$ cat src/rtl/matrix_stream_loader.sv
// Streaming front-end for the matrix multiplier. It fills matrix A and then matrix B
// from a valid/ready element stream, and holds both as flat buses until the consumer acks.
module matrix_stream_loader #(
    parameter int M = 2,
    parameter int K = 2,
    parameter int N = 2,
    parameter int W = 16
) (
    input  logic             clk,
    input  logic             rst_n,
    input  logic             s_valid,
    output logic             s_ready,
    input  logic [W-1:0]     s_data,
    input  logic             s_last,
    output logic [M*K*W-1:0] a_flat,
    output logic [K*N*W-1:0] b_flat,
    output logic             mat_valid,
    input  logic             mat_ack,
    output logic             err_len
);

    localparam int AE   = M * K;
    localparam int BE   = K * N;
    localparam int MAXE = (AE > BE) ? AE : BE;
    localparam int IW   = (MAXE > 1) ? $clog2(MAXE) : 1;

    localparam logic [IW-1:0] A_LAST = IW'(AE - 1);
    localparam logic [IW-1:0] B_LAST = IW'(BE - 1);

    typedef enum logic [1:0] {LOAD_A, LOAD_B, HOLD} state_t;

    state_t        state;
    logic [IW-1:0] idx;
    logic          xfer;

    // Ready depends only on the registered state, so nothing from s_valid or mat_ack reaches it.
    assign s_ready = (state != HOLD);
    assign xfer    = s_valid && s_ready;

    always_ff @(posedge clk or negedge rst_n) begin
        if (!rst_n) begin
            state     <= LOAD_A;
            idx       <= '0;
            a_flat    <= '0;
            b_flat    <= '0;
            mat_valid <= 1'b0;
            err_len   <= 1'b0;
        end else begin
            err_len <= 1'b0;
            case (state)
                LOAD_A: begin
                    if (xfer) begin
                        a_flat[int'(idx)*W +: W] <= s_data;
                        if (s_last) begin
                            // Early last inside A: drop the frame and restart at A(0,0).
                            err_len <= 1'b1;
                            idx     <= '0;
                        end else if (idx == A_LAST) begin
                            state <= LOAD_B;
                            idx   <= '0;
                        end else begin
                            idx <= idx + IW'(1);
                        end
                    end
                end
                LOAD_B: begin
                    if (xfer) begin
                        b_flat[int'(idx)*W +: W] <= s_data;
                        if (idx == B_LAST) begin
                            idx <= '0;
                            if (s_last) begin
                                state     <= HOLD;
                                mat_valid <= 1'b1;
                            end else begin
                                state   <= LOAD_A;
                                err_len <= 1'b1;
                            end
                        end else if (s_last) begin
                            state   <= LOAD_A;
                            idx     <= '0;
                            err_len <= 1'b1;
                        end else begin
                            idx <= idx + IW'(1);
                        end
                    end
                end
                HOLD: begin
                    if (mat_ack) begin
                        state     <= LOAD_A;
                        mat_valid <= 1'b0;
                    end
                end
                default: begin
                    state <= LOAD_A;
                    idx   <= '0;
                end
            endcase
        end
    end

endmodule
$ cat config.mk
export PLATFORM = sky130hd
export DESIGN_NAME = matrix_stream_loader
export DESIGN_NICKNAME = d
export VERILOG_FILES = /design/src/rtl/matrix_stream_loader.sv
export SDC_FILE = /design/constraint.sdc
export NUM_CORES = 1
export LEC_CHECK = 0
export CELL_PAD_IN_SITES_DETAIL_PLACEMENT = 1
export CELL_PAD_IN_SITES_GLOBAL_PLACEMENT = 2
export CORE_MARGIN = 5
export CORE_UTILIZATION = 28
export DETAILED_ROUTE_END_ITERATION = 10
export PLACE_DENSITY = 0.77
export SLEW_MARGIN = 20
export SYNTH_ARGS = -nofsm -noshare
export SYNTH_HDL_FRONTEND = slang
export SYNTH_SLANG_ARGS = --single-unit
$ cat constraint.sdc
create_clock -name clk -period 2.25 [get_ports clk]
set_input_delay 0.3375 -clock clk [delete_from_list [all_inputs] [get_ports clk]]
set_output_delay 0.3375 -clock clk [all_outputs]
set_load 0.05 [all_outputs]
==> metrics.cfg <==
[run_status]
outcome=complete, no violations

[layout]
comb_area_um2=1740
n_antenna_cell=0
clock_buffers=24
reg.largest.list=a_flat: 64 flops, b_flat: 64 flops
largest_cell_class=flip-flops and latches
comb_share_pct=22.7

[pwr]
intPower_mw=5.82
p_seq_mw=3.19
total_leakage_power_nw=3.19

[floorplan]
io_pins=152
die_w_um=147

[flow_run]
maxCapViolations=0

[synthesis]
ys_warn_count=0
synth-xor-area-share_pct=0
fa_ha_area_share_pct=1.67

[critical_path]
critPathBufInv=1
cp.required_ps=2580
crit_path_start_kind=register
critical_path.cell_chain=inv_1 -> ha_1 -> and4bb_2 -> nand2_1 -> o21ai_0

[sta]
finalClockPeriodUsage_pct=88.1
layout_min_cycle_time_ps=1980
relSlewSlack_pct=58.3

[clocking]
post_cts_buffers=0

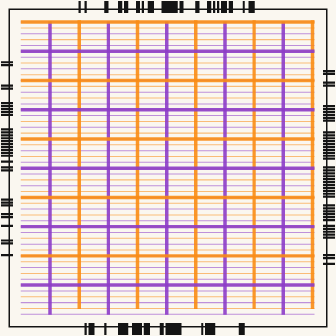
Fig. 1. Supply network.
Pins as bars on the die edge.
- VDD: orange
- VSS: purple
- met5 straps: 10
- met4 straps: 10

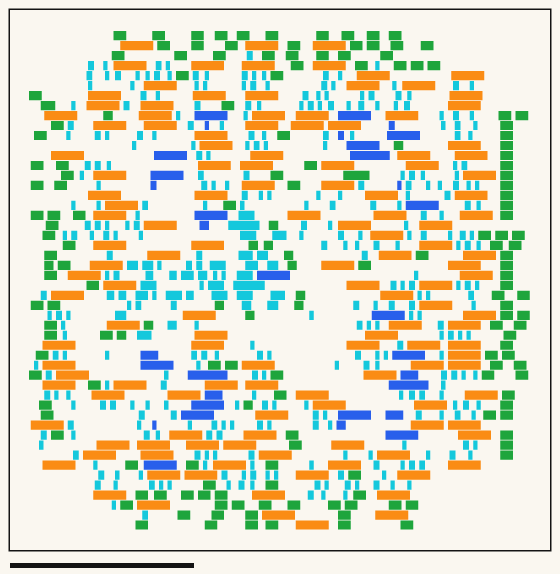
Fig. 2. Cell classes on the final placement.
Bar = 50 um.
- remaining logic cells: cyan (cells 366; share of their area 24%)
- sequential cells: orange (cells 134; share of their area 45%)
- clock drivers and dummy loads: blue (cells 32; share of their area 8.3%)
- remaining buffers and delay cells: green (cells 167; share of their area 22%)

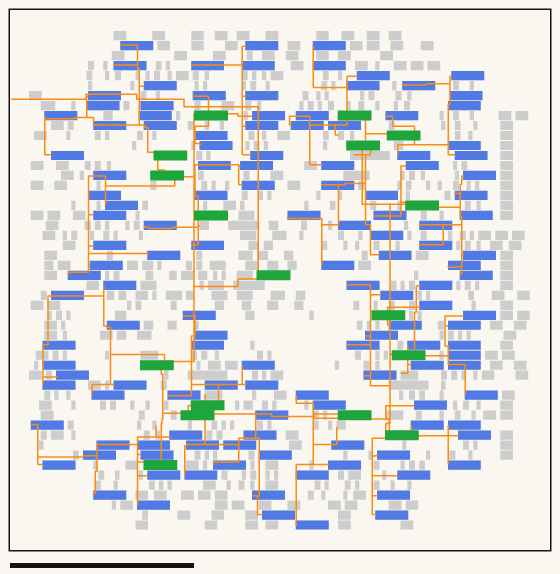
Fig. 3. Clock network drawn from the DEF.
Bar = 50 um.
- clock-net drivers: green (count 17)
- clock wires: orange (length 1780 um)
- flip-flops: blue (count 134)
- flops lie: spread over the die

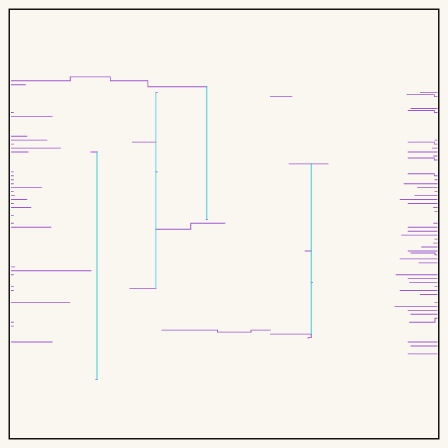
Fig. 4. Routed metal, one colour a layer.
Two of the layers only.
- M3: purple (wire length 702 um)
- M4: cyan (wire length 250 um)

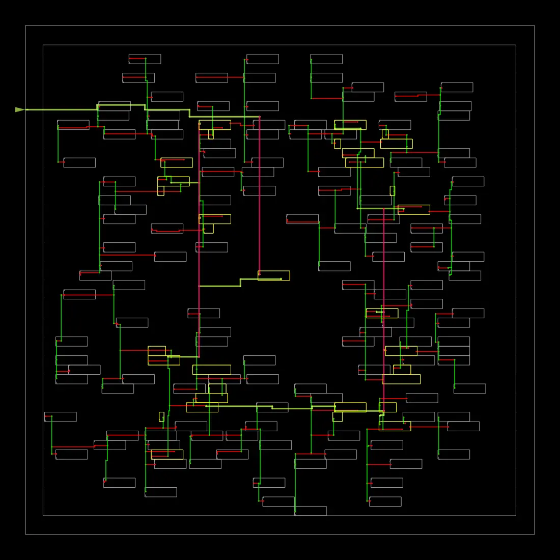
Fig. 5. Clock nets.
Latency at later pin: 420 ps
Sink Count: 134

